## src/rtl/loader_pkg.sv

```systemverilog
// Shared types and constants for the instruction loader.
package loader_pkg;

  localparam int BYTES_PER_WORD = 4;
  localparam int WORD_W         = 32;

  typedef enum logic [2:0] {
    IDLE,
    RECV,
    WRITE,
    CHECK,
    DONE
  } state_e;

endpackage

```

## src/rtl/byte_assembler.sv

```systemverilog
// Shifts stream bytes into a big-endian word; the first byte lands in the top byte lane.
module byte_assembler
  import loader_pkg::*;
(
  input  logic              clk_i,
  input  logic              rst_i,
  input  logic              clear_i,
  input  logic              shift_i,
  input  logic [7:0]        byte_i,
  output logic [WORD_W-1:0] word_o,
  output logic              word_ready_o
);

  logic [WORD_W-1:0] word_q, word_d;
  logic [1:0]        idx_q, idx_d;

  always_comb begin
    word_d = word_q;
    idx_d  = idx_q;
    if (clear_i) begin
      idx_d = 2'd0;
    end else if (shift_i) begin
      word_d = {word_q[WORD_W-9:0], byte_i};
      idx_d  = idx_q + 2'd1;
    end
  end

  always_ff @(posedge clk_i) begin
    if (rst_i) begin
      word_q <= '0;
      idx_q  <= 2'd0;
    end else begin
      word_q <= word_d;
      idx_q  <= idx_d;
    end
  end

  // The word is complete on the transfer that fills the last byte lane.
  assign word_ready_o = shift_i && !clear_i && (idx_q == 2'(BYTES_PER_WORD - 1));
  assign word_o       = word_q;

endmodule

```

## src/rtl/inst_loader.sv

```systemverilog
// Byte-stream instruction-memory writer that holds the CPU while loading.
// Optional trailing XOR checksum byte: define INST_LOADER_CHECKSUM_EN.
module inst_loader
  import loader_pkg::*;
#(
  parameter int DEPTH  = 101,
  parameter int ADDR_W = 32
) (
  input  logic              clk,
  input  logic              rst,
  input  logic              start,
  input  logic [ADDR_W-1:0] num_words,
  input  logic [7:0]        byte_in,
  input  logic              byte_valid,
  output logic              byte_ready,
  output logic              wr_en,
  output logic [ADDR_W-1:0] wr_addr,
  output logic [WORD_W-1:0] wr_data,
  output logic              busy,
  output logic              cpu_hold,
  output logic              done,
  output logic              err
);

  state_e            state_q, state_d;
  logic [ADDR_W-1:0] addr_q, addr_d;
  logic [ADDR_W-1:0] num_q, num_d;
  logic              err_q, err_d;
  logic              done_q, done_d;
  logic              xfer;
  logic              asm_clear;
  logic              asm_shift;
  logic              word_ready;
`ifdef INST_LOADER_CHECKSUM_EN
  logic [7:0]        xor_q, xor_d;
`endif

`ifdef INST_LOADER_CHECKSUM_EN
  assign byte_ready = (state_q == RECV) || (state_q == CHECK);
`else
  assign byte_ready = (state_q == RECV);
`endif
  assign xfer      = byte_valid && byte_ready;
  assign asm_shift = xfer && (state_q == RECV);

  byte_assembler u_asm (
    .clk_i        (clk),
    .rst_i        (rst),
    .clear_i      (asm_clear),
    .shift_i      (asm_shift),
    .byte_i       (byte_in),
    .word_o       (wr_data),
    .word_ready_o (word_ready)
  );

  always_comb begin
    state_d   = state_q;
    addr_d    = addr_q;
    num_d     = num_q;
    err_d     = 1'b0;
    done_d    = 1'b0;
    wr_en     = 1'b0;
    asm_clear = 1'b0;
`ifdef INST_LOADER_CHECKSUM_EN
    xor_d     = xor_q;
`endif
    case (state_q)
      IDLE: begin
        // Keep the byte index parked at zero so every load starts on a word boundary.
        asm_clear = 1'b1;
        if (start) begin
          if (num_words == '0) begin
            state_d = DONE;
          end else if (num_words > ADDR_W'(DEPTH)) begin
            err_d = 1'b1;
          end else begin
            num_d   = num_words;
            addr_d  = '0;
            state_d = RECV;
`ifdef INST_LOADER_CHECKSUM_EN
            xor_d   = 8'h00;
`endif
          end
        end
      end
      RECV: begin
`ifdef INST_LOADER_CHECKSUM_EN
        if (xfer) xor_d = xor_q ^ byte_in;
`endif
        if (word_ready) state_d = WRITE;
      end
      WRITE: begin
        wr_en = 1'b1;
        // The address holds on the final word so it never points past the memory.
        if (addr_q == num_q - ADDR_W'(1)) begin
`ifdef INST_LOADER_CHECKSUM_EN
          state_d = CHECK;
`else
          state_d = DONE;
`endif
        end else begin
          addr_d  = addr_q + ADDR_W'(1);
          state_d = RECV;
        end
      end
`ifdef INST_LOADER_CHECKSUM_EN
      CHECK: begin
        if (xfer) begin
          if (byte_in == xor_q) begin
            state_d = DONE;
          end else begin
            err_d   = 1'b1;
            state_d = IDLE;
          end
        end
      end
`endif
      DONE: begin
        done_d  = 1'b1;
        state_d = IDLE;
      end
      default: state_d = IDLE;
    endcase
  end

  always_ff @(posedge clk) begin
    if (rst) begin
      state_q <= IDLE;
      addr_q  <= '0;
      num_q   <= '0;
      err_q   <= 1'b0;
      done_q  <= 1'b0;
`ifdef INST_LOADER_CHECKSUM_EN
      xor_q   <= 8'h00;
`endif
    end else begin
      state_q <= state_d;
      addr_q  <= addr_d;
      num_q   <= num_d;
      err_q   <= err_d;
      done_q  <= done_d;
`ifdef INST_LOADER_CHECKSUM_EN
      xor_q   <= xor_d;
`endif
    end
  end

  // done is registered off the DONE state, so it coincides with busy falling.
  assign busy     = (state_q != IDLE);
  assign cpu_hold = busy;
  assign wr_addr  = addr_q;
  assign done     = done_q;
  assign err      = err_q;

endmodule

```

## config.mk

```make
export PLATFORM = sky130hd
export DESIGN_NAME = inst_loader
export DESIGN_NICKNAME = d
export VERILOG_FILES = /design/src/rtl/loader_pkg.sv /design/src/rtl/byte_assembler.sv /design/src/rtl/inst_loader.sv
export SDC_FILE = /design/constraint.sdc
export NUM_CORES = 1
export LEC_CHECK = 0
export CAP_MARGIN = 10
export CORE_MARGIN = 2
export CORE_UTILIZATION = 45
export CTS_CLUSTER_DIAMETER = 80
export DETAILED_ROUTE_END_ITERATION = 16
export GPL_TIMING_DRIVEN = 0
export PLACE_DENSITY_LB_ADDON = 0.05
export SYNTH_ARGS = -nofsm -noshare
export SYNTH_HDL_FRONTEND = slang
export SYNTH_SLANG_ARGS = --single-unit
```

## constraint.sdc

```tcl
create_clock -name clk -period 4.85 [get_ports clk]
set_input_delay 0.7275 -clock clk [delete_from_list [all_inputs] [get_ports clk]]
set_output_delay 0.7275 -clock clk [all_outputs]
set_load 0.02 [all_outputs]
```

==> images/cell_classes.png <==
The bar under the picture is 20 um long.
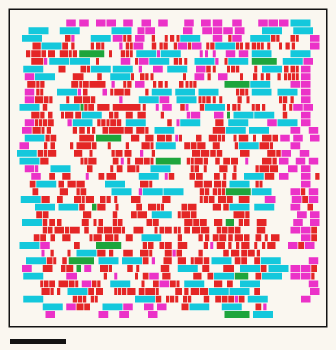
[red] all other logic | cells: 509 | share of their area: 46%
[green] clock drivers and dummy loads | cells: 15 | share of their area: 4.0%
[cyan] flip-flops | cells: 103 | share of their area: 31%
[magenta] other buffers and delay cells | cells: 150 | share of their area: 19%

==> images/wire_density.png <==
The bar under the picture is 20 um long. The die is cut into 22 by 22 equal tiles; dark purple is low, yellow is high, scaled to the fullest tile. Values are wire area over tile area, all layers added.
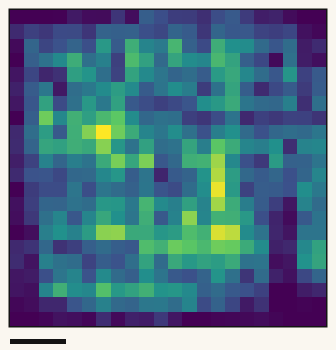
mean over tiles: 0.20
fullest tile: 0.59
nearly empty tiles: 6.2%

==> images/port_nets.png <==
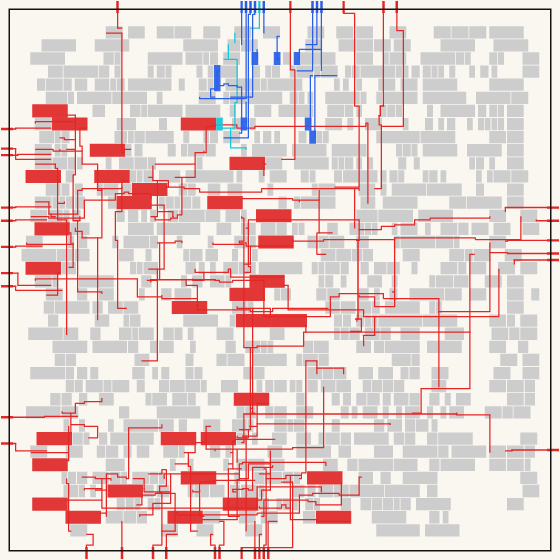
[blue] byte_in | bits: 8 | direction: input | edge: top | end cells: 8 | wire: 202 um
[cyan] cpu_hold | bits: 1 | direction: output | edge: top | end cells: 1 | wire: 38.6 um
[red] wr_addr | bits: 32 | direction: output | edge: 11 bottom, 10 left, 6 right, 5 top | end cells: 32 | wire: 2360 um
I/O Buffers: 113
num ports: 114

==> images/drive_strength.png <==
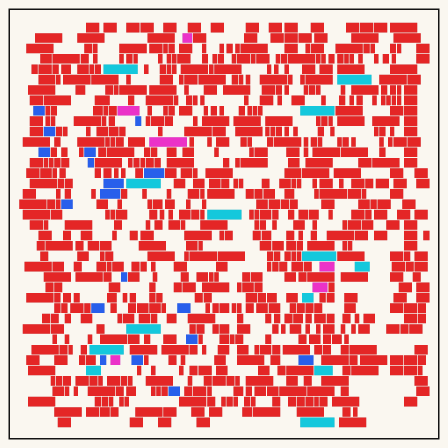
[blue] drive 2 | cells: 18 | share: 2.3% | most used: a31o_2
[red] drive 1 or less | cells: 740 | share: 95% | most used: clkdlybuf4s50_1
[magenta] drive 3 to 4 | cells: 6 | share: 0.77%
[cyan] drive 6 and up | cells: 13 | share: 1.7% | most used: clkbuf_16

==> images/final_congestion.png <==
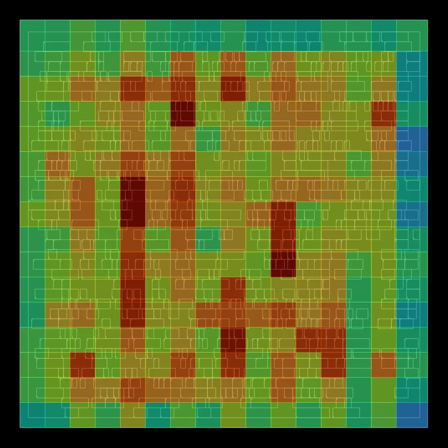
DR WL/cell: 17.2 um
Total GRT Usage: 0.254
met1 Track Usage GR: 0.370

## how the worst max path moves through the flow
stage / end
6_report: wr_addr[0]
5_1_grt: wr_addr[1]
2_1_floorplan: wr_addr[15]
3_3_place_gp: wr_addr[26]
4_1_cts: wr_addr[0]
3_5_place_dp: wr_addr[26]
## synth_stat cells, drive strengths merged, types with 4 or more instances
cell,number,area [um^2]
a31o,9,78.8
a21oi,56,280
nand2b,6,37.5
nor4,24,150
or4,9,75.1
dfxtp,103,2060
nor3,24,125
a211oi,5,37.5
nor2,57,214
xnor2,36,315
a2111oi,7,98.9
a41o,4,40.0
and2,29,181
nand3,18,90.1
nand4,14,87.6
o21ai,7,46.3
a21o,6,45.0
mux2i,13,130
nand2,102,383
inv,12,45.0
a31oi,7,43.8
xor2,14,123
clkbuf,30,113
and3,13,81.3
buf,7,51.3
## area by class of cell
| cell class | count | share of cell area |
|---|---|---|
| multi-input cells | 497 | 0.437 |
| clock buffers | 12 | 0.0361 |
| clock inverters | 3 | 0.00275 |
| plain buffers | 37 | 0.0240 |
| inverters | 12 | 0.00659 |
| well taps | 143 | 0.0262 |
| repair buffers | 113 | 0.166 |
| flip-flops and latches | 103 | 0.302 |
## worst max-delay path, stage by stage (launching register included)
cell      delay (ps)
dfxtp_1          360
inv_1             80
ha_1             230
nor3b_1          740
nand4_1          400
nor3_1           460
nand3_1          160
a221oi_1         340
nand4_1          320
o21ai_4          340
a21oi_1          220
buf_2            270
mux2i_1          150
nor2_1            50
## through the flow
stage | setup slack, ps | hold WS (ps) | area [um^2] | utilization
after detailed placement | 415 | 452 | 6570 | 0.575
after global placement | 475 | 441 | 6570 | 0.575
after global routing | 318 | 482 | 6830 | 0.598
after floorplan | 1480 | 450 | 5260 | -
final | 597 | 456 | 6830 | 0.598
after CTS | 681 | 459 | 6830 | 0.598
## kinds of logic (layout without fill, tap and decap cells)
logic type,count (synthesis),count (layout),share of synthesized area
adder cells (fa/ha/maj),3,3,0.00714
buffers and inverters,49,177,0.0398
flip-flops,103,103,0.392
AND/OR/NAND/NOR,310,310,0.292
multiplexers,14,14,0.0269
AND-OR/OR-AND,120,120,0.159
XOR/XNOR,50,50,0.0833
## where the power goes
group / total (mW) / internal (mW) / switching (mW)
clock network: 0.673 / 0.360 / 0.313
logic: 0.147 / 0.0635 / 0.0838
registers: 0.861 / 0.852 / 0.00928
## sequential cells by signal, summed over array words and instances, names as in the netlist
signal and count:
num_q 32, u_asm.word_o 32, wr_addr 32, state_q 3
u_asm.idx_q 2, done 1, err 1
## metal layers
metal,share of wire,GRT usage,wire length (um),vias up
li1,-,-,-,2552
met1,0.48,0.370,7520,2445
met2,0.44,0.379,6930,192
met3,0.070,0.0448,1100,16
met4,0.015,0.0959,241,0
met5,0,0,0,-
==> out/qor.csv <==
stage;metric;value;unit
layout;Combinational Area;2980;um^2
global_routing;initial antenna violation count;0;
die;Initial Util;0.460;
clocking;CTS Buf Count;9;
critical_path;reg2reg start;num_q[0];
clocking;CTS tree;built;
timing;Final TNS setup;0;ps
flow_run;Log Warnings;26;
die;Die Ht;112;um
logic_synthesis;Synth Warn #;0;
logic_synthesis;cell count after synthesis;649;
logic_synthesis;#FFs+latches synth;103;
min_path;min-delay src;u_asm.word_o[27];
layout;Total Nets Final;820;
logic_synthesis;Mapped Area;5260;um^2
global_routing;grt ovf;0;
critical_path;setup slack, reg-to-reg;600;ps
die;die area;12600;um^2
timing;Final Skew;8.40;ps
layout;most numerous logic cells after layout;clkdlybuf4s50_1, dfxtp_1, nand2_1, nor2_1, a21oi_1;
timing;fmax;235;MHz
routing;detailed-route via count;5205;
clocking;maximum clock path buffer count;2;
logic_synthesis;Yosys chip area;5260;um^2
routing;Final Routed Wirelength;15.8;mm
timing;final worst path period need;4250;ps
logic_synthesis;Yosys Instances;649;
timing;Slew Limit Fails;0;
power_and_ir_drop;Pleak;2.54;nW
run_status;outcome;completed;
timing;measured slew at the worst slew-check pin;878;ps
logic_synthesis;syn avg cell area;8.10;um^2
critical_path;Setup crit start;num_q[0];
global_routing;vias in the first global route;4837;
layout;post-synthesis to final-layout area growth;30.0;%
die;Core Box Area;11400;um^2
min_path;WHS Endpoint;u_asm.word_o[27];
layout;Flop area;2060;um^2
clocking;hold_buf cts;0;
logic_synthesis;post-synth net total;696;
clocking;CTS sink count;103;
routing;drt first pass iters;5;
critical_path;FF-to-FF End;wr_addr[0];
global_routing;first-pass GRT wire length;25.6;mm
placement;DP Wirelength;12.0;mm
layout;Finished Layout Cells;920;
timing;Worst slew margin;0.409;
critical_path;startpoint types;register;
timing;setup violators final;0;
layout;# fillers;1073;
critical_path;Register-to-Register Path Depth;13;
logic_synthesis;Most common reg cell;dfxtp_1;
layout;final antenna diode count;0;
layout;share of layout cells above drive strength 1;0.0476;
die;chip width;112;um
Power is estimated from default activity; no workload was simulated.
